File: src/rtl/nn_zoffset_multi_pkg.sv
// nn_zoffset_multi_pkg: shared LFSR, rotation and saturation definitions for the z-offset block
package nn_zoffset_multi_pkg;
  localparam logic [15:0] LFSR_TAPS = 16'hB400;
  localparam logic [15:0] DEFAULT_SEED = 16'd13441;
  localparam int ROT_STEP = 3;
  function automatic logic [15:0] lfsr_next(input logic [15:0] s);
    return {s[14:0], ^(s & LFSR_TAPS)};
  endfunction
  function automatic logic [15:0] rotl16(input logic [15:0] s, input int n);
    logic [31:0] x;
    x = {s, s} << n;
    return x[31:16];
  endfunction
  function automatic int sat_lim(input int acc_w);
    return (1 << (acc_w - 1)) - 1;
  endfunction
endpackage

File: src/rtl/nn_zoffset_lane.sv
// nn_zoffset_lane: one channel's signed residual accumulator and output decision
// ports: clk, rst_n (async low); en advance; z/sign_z stochastic input; d/d_sign offset bit; zd/sign_zd registered output
module nn_zoffset_lane
  import nn_zoffset_multi_pkg::*;
#(
  parameter int ACC_W = 4
) (
  input  logic clk,
  input  logic rst_n,
  input  logic en,
  input  logic z,
  input  logic sign_z,
  input  logic d,
  input  logic d_sign,
  output logic zd,
  output logic sign_zd
);
  localparam int TW = ACC_W + 2;
  localparam logic signed [TW-1:0] ONE = 1;
  localparam logic signed [TW-1:0] ZERO = 0;
  localparam logic signed [TW-1:0] LIM = TW'(sat_lim(ACC_W));
  logic signed [ACC_W-1:0] acc;
  logic signed [TW-1:0] cz, cd, t, n, s;
  always_comb begin
    cz = z ? (sign_z ? -ONE : ONE) : ZERO;
    cd = d ? (d_sign ? -ONE : ONE) : ZERO;
    t = TW'(acc) + cz + cd;
    n = t > ZERO ? t - ONE : t < ZERO ? t + ONE : ZERO;
    s = n > LIM ? LIM : n < -LIM ? -LIM : n;
  end
  always_ff @(posedge clk or negedge rst_n)
    if (!rst_n) begin
      acc <= '0;
      zd <= 1'b0;
      sign_zd <= 1'b0;
    end else if (en) begin
      acc <= s[ACC_W-1:0];
      zd <= t != ZERO;
      sign_zd <= t < ZERO;
    end
endmodule

File: src/rtl/nn_zoffset_multi.sv
// nn_zoffset_multi: adds a configurable stochastic offset d to N_CH stochastic z streams
// ports: clk, rst_n (async low); en advance; z/sign_z per channel; cfg_we/cfg_ch/cfg_mag/cfg_sign shadow write;
// commit copies shadow to active; zd/sign_zd registered per-channel result
module nn_zoffset_multi
  import nn_zoffset_multi_pkg::*;
#(
  parameter int N_CH = 4,
  parameter int W_OFF = 8,
  parameter int ACC_W = 4,
  parameter logic [15:0] SEED = DEFAULT_SEED
) (
  input  logic                    clk,
  input  logic                    rst_n,
  input  logic                    en,
  input  logic [N_CH-1:0]         z,
  input  logic [N_CH-1:0]         sign_z,
  input  logic                    cfg_we,
  input  logic [$clog2(N_CH)-1:0] cfg_ch,
  input  logic [W_OFF-1:0]        cfg_mag,
  input  logic                    cfg_sign,
  input  logic                    commit,
  output logic [N_CH-1:0]         zd,
  output logic [N_CH-1:0]         sign_zd
);
  typedef struct packed {
    logic sign;
    logic [W_OFF-1:0] mag;
  } off_t;
  off_t shadow [N_CH];
  off_t active [N_CH];
  logic [N_CH-1:0] hit;
  logic [15:0] lfsr;
  always_comb begin
    hit = '0;
    if (cfg_we && int'(cfg_ch) < N_CH) hit[cfg_ch] = 1'b1;
  end
  always_ff @(posedge clk or negedge rst_n)
    if (!rst_n) lfsr <= SEED == 16'd0 ? 16'h0001 : SEED;
    else if (en) lfsr <= lfsr_next(lfsr);
  // a write landing in the commit cycle bypasses shadow straight into active
  always_ff @(posedge clk or negedge rst_n)
    if (!rst_n) begin
      for (int i = 0; i < N_CH; i++) begin
        shadow[i] <= '0;
        active[i] <= '0;
      end
    end else begin
      for (int i = 0; i < N_CH; i++) begin
        if (hit[i]) shadow[i] <= {cfg_sign, cfg_mag};
        if (commit) active[i] <= hit[i] ? {cfg_sign, cfg_mag} : shadow[i];
      end
    end
  for (genvar g = 0; g < N_CH; g++) begin : g_lane
    logic [15:0] rot;
    logic d;
    assign rot = rotl16(lfsr, (ROT_STEP * g) % 16);
    assign d = rot[15 -: W_OFF] < active[g].mag;
    nn_zoffset_lane #(.ACC_W(ACC_W)) u_lane (
      .clk(clk),
      .rst_n(rst_n),
      .en(en),
      .z(z[g]),
      .sign_z(sign_z[g]),
      .d(d),
      .d_sign(active[g].sign),
      .zd(zd[g]),
      .sign_zd(sign_zd[g])
    );
  end
endmodule

File: config.mk
export PLATFORM = sky130hd
export DESIGN_NAME = nn_zoffset_multi
export DESIGN_NICKNAME = d
export VERILOG_FILES = /design/src/rtl/nn_zoffset_multi_pkg.sv /design/src/rtl/nn_zoffset_lane.sv /design/src/rtl/nn_zoffset_multi.sv
export SDC_FILE = /design/constraint.sdc
export NUM_CORES = 1
export LEC_CHECK = 0
export CAP_MARGIN = 25
export CORE_MARGIN = 10
export CORE_UTILIZATION = 65
export DETAILED_ROUTE_END_ITERATION = 8
export GPL_TIMING_DRIVEN = 0
export MAX_ROUTING_LAYER = met4
export PLACE_DENSITY = 0.85
export SLEW_MARGIN = 20
export SYNTH_ARGS = -nofsm -noshare
export SYNTH_HDL_FRONTEND = slang
export SYNTH_SLANG_ARGS = --single-unit
File: constraint.sdc
create_clock -name clk -period 7.4 [get_ports clk]
set_input_delay 1.48 -clock clk [delete_from_list [all_inputs] [get_ports clk]]
set_output_delay 1.48 -clock clk [all_outputs]
set_load 0.01 [all_outputs]
Logic cells by family:
Scale bar: 50 µm.
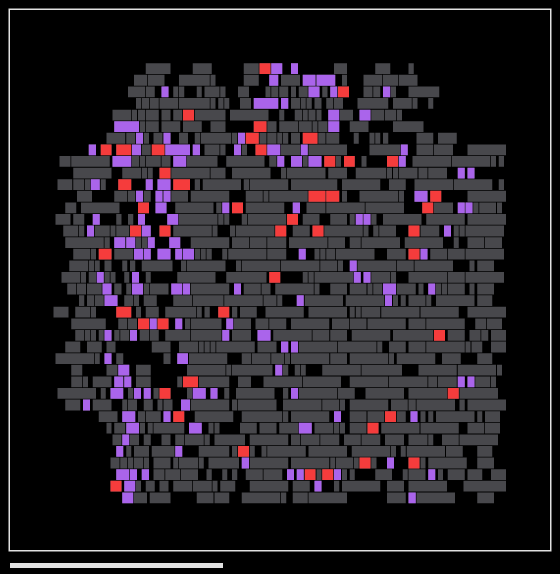
purple -> inverting AOI/OAI gates  # cells 128
red -> AND-OR and OR-AND gates  # cells 48

Sequential cells coloured by netlist name:
Scale bar: 50 µm. Other sequential cells in the stronger grey, the rest of the logic in the fainter grey.
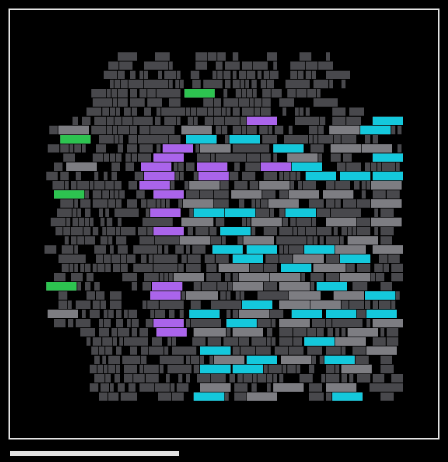
green -> g_lane.u_lane.zd  # placed flops 4
cyan -> active  # placed flops 36
purple -> g_lane.u_lane.acc  # placed flops 16
not coloured = 56

==> out/qor.csv <==
stage,metric,value,unit
outcome,status,finished clean,
setup_path,r2r-start,g_lane[0].rot[6],
cells_and_area,layout-drive-gt1-share,14.5,%
logic_synthesis,area_leaders,"dfrtp_1, ha_1, mux2_2, fa_1, inv_1",
route,wire_per_inst,17.8,µm
grt,grtUsageTotal,21.1,%
final_timing,rsz0062_at_grt,no,
clock_network,cts_setup_buffers,0,
setup_path,worst_setup_path_end_kind,register,
logic_synthesis,async_flop_share,100,%
clock_network,cts_buffer_depth,2,
setup_path,crit_arrival,5850,ps
route,drc,0,
final_timing,post-route-min-period,5620,ps
setup_path,path_max_fanout,5,
logic_synthesis,top_area_share,36.2,%
final_timing,fin_worst_skew,10.2,ps
route,drtIter0Drc,467,
job,warnings,34,
logic_synthesis,ys_warn_count,0,
floorplanning,pin_count,32,
job,cap_violations,0,
clock_network,path_clk_slew,80,ps
logic_synthesis,synth-main-ff-cell,dfrtp_1,
clock_network,cts-buffers-inserted,9,
floorplanning,fp_util,67.3,%
route,firstDrtPassIters,5,
logic_synthesis,edf_count,0,
setup_path,r2r_end,g_lane[1].u_lane.acc[0],
setup_path,startpoint,g_lane[0].rot[6],
clock_network,root_buffer,clkbuf_16,
logic_synthesis,synth_stat.cells,737,
final_timing,slew_headroom,46.1,%
grt,grt_max_degree,70,
floorplanning,coreArea,11000,µm²
logic_synthesis,largest_area_cell,dfrtp_1,
cells_and_area,area_growth,10.9,%
route,ant_nets,0,
worst_hold_path,hp-class,register to register,
cells_and_area,fillers,733,
floorplanning,rows,38,
logic_synthesis,ys_seq_share,38.0,%
logic_synthesis,synth_cells,737,
logic_synthesis,synth_cell_types,75,
setup_path,critPathLaunchType,register,
final_timing,timing.hold.ws,500,ps
placed_design,place_hpwl,12.3,mm
logic_synthesis,ys_chip_area,7390,µm²
clock_network,hold_buffers,0,
route,wl,16.4,mm
setup_path,cp-endpoint,g_lane[1].u_lane.acc[0],
clock_network,cts_resized,0,
final_timing,hold_violations,0,
placed_design,place_congestion,0.957,
final_timing,period_used_share,75.9,%
cells_and_area,antenna_cells,0,
final_timing,final_max_slew_viol_count,0,
final_timing,worstMarginPinSlew,789,ps
setup_path,crit_required,7630,ps
placed_design,port-buffer-count,29,
logic_synthesis,synth_area,7390,µm²
floorplanning,die_area,16000,µm²
clock_network,htreeDepth,3,
route,vias,5651,
grt,grt_pass1_vias,5714,
logic_synthesis,ys.flops,112,
final_timing,fin_setup_tns,0,ps
final_timing,setup_viol,0,
floorplanning,dieHeight,127,µm
clock_network,cts_tree,done,
grt,antenna_found_initial,0,
setup_path,reg2reg_slack,1780,ps
cells_and_area,nNetsFinal,879,
final_timing,fmax,178,MHz
setup_path,critPathKind,register to register,
setup_path,r2r_cells,17,
logic_synthesis,syn_nets,837,
floorplanning,die_x,127,µm
logic_synthesis,syn_area_per_cell,10.0,µm²
clock_network,clkLatencyLatePin,350,ps
route,avgViaCountPerCell,6.12,
cells_and_area,layout_top_cell,dfrtp_1,
grt,grt_pass1_wl,27.4,mm
cells_and_area,lay_top_cells,"dfrtp_1, inv_1, mux2_2",
clock_network,clkSinkCount,112,
grt,gr-total-overflow,0,
Metal layers overlaid:
Two of the layers only.
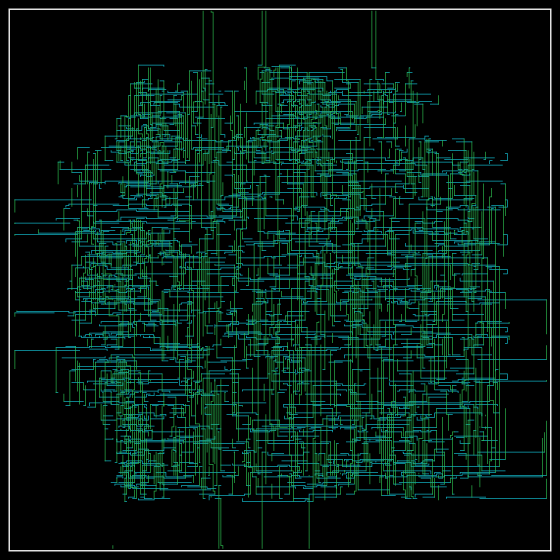
green -> met2  # wire length 8,150 µm
cyan -> met1  # wire length 7,100 µm

==> per-layer routing <==
layer	vias up	track usage, %	routed length, µm
met5	-	-	0
met4	0	7.43	398
met3	33	2.92	767
met2	192	35.4	8150
met1	2761	25.5	7100
li1	2665	-	-
==> worst min path at each step <==
| stage | from | to | slack, ps | depth (start not counted) |
|---|---|---|---|---|
| after floorplan | g_lane[3].u_lane.acc[3] | g_lane[3].u_lane.acc[3] | 450 | 1 |
| after global placement | shadow[18] | shadow[18] | 480 | 1 |
| after detailed placement | shadow[35] | shadow[35] | 480 | 1 |
| after CTS | shadow[35] | shadow[35] | 500 | 1 |
| after global routing | shadow[14] | shadow[14] | 510 | 1 |
| final | shadow[26] | shadow[26] | 500 | 1 |
==> stage by stage <==
step | utilization, % | setup slack (ps) | instance area, µm² | instances
CTS | 74.6 | 1750 | 8200 | 924
floorplan | - | 2410 | 7390 | 737
global route | 74.6 | 1280 | 8200 | 924
detailed placement | 71.8 | 1790 | 7890 | 908
finish | 74.6 | 1780 | 8200 | 924
global placement | 71.5 | 829 | 7860 | 906
==> cells by family (layout without fill, tap and decap cells) <==
kind of cell	after synthesis	count (layout)	share of synthesized area (%)
mux	70	70	10.5
buf+inv	113	160	6.28
simple gates	175	175	12.1
xor+xnor	15	15	2.07
flops	112	112	38.0
fa+ha+maj	76	76	14.9
compound gates	176	176	16.1
==> registers in the layout (all words and copies together), names as in the netlist <==
signal and cells:
g_lane.u_lane.sign_zd 4, g_lane.rot 16, g_lane.u_lane.zd 4, active 36, g_lane.u_lane.acc 16, shadow 36
==> worst max-delay path, stage by stage (launching register included) <==
cell and delay, ps:
dfrtp_1 460, ha_1 300, a21o_1 160, a21o_1 180, a21o_1 180, a21o_1 180, a2111oi_0 730, o21ai_0 390
fa_1 580, inv_1 70, fa_1 540, nor2b_1 180, or4_4 550, nor3_1 150, a32oi_1 120, a21o_1 190
o21a_1 200, o32a_1 350
==> cell type report <==
type	count	area [µm²]	area share, %
inverter	84	315	3.85
timing repair buffer	31	323	3.94
buffer	29	149	1.82
multi-input combinational	512	4120	50.2
sequential	112	2810	34.3
tap	140	175	2.14
clock buffer	10	229	2.79
clock inverter	6	78.8	0.962
==> Yosys cell counts (all sizes together), types with 4 or more instances <==
cell / count
dfrtp: 107
inv: 83
mux2: 61
ha: 56
nand2: 55
o21ai: 52
nor2: 35
a21oi: 31
a21o: 24
fa: 20
clkbuf: 17
nand2b: 13
nor3: 13
buf: 12
o21a: 12
nand3: 11
xnor2: 10
mux2i: 9
nor2b: 8
and2: 7
a211oi: 6
a31oi: 6
dfstp: 5
nor3b: 5
nor4: 5
o211ai: 5
a2111oi: 4
a32oi: 4
nand4: 4
or2: 4
or3: 4
xor2: 4
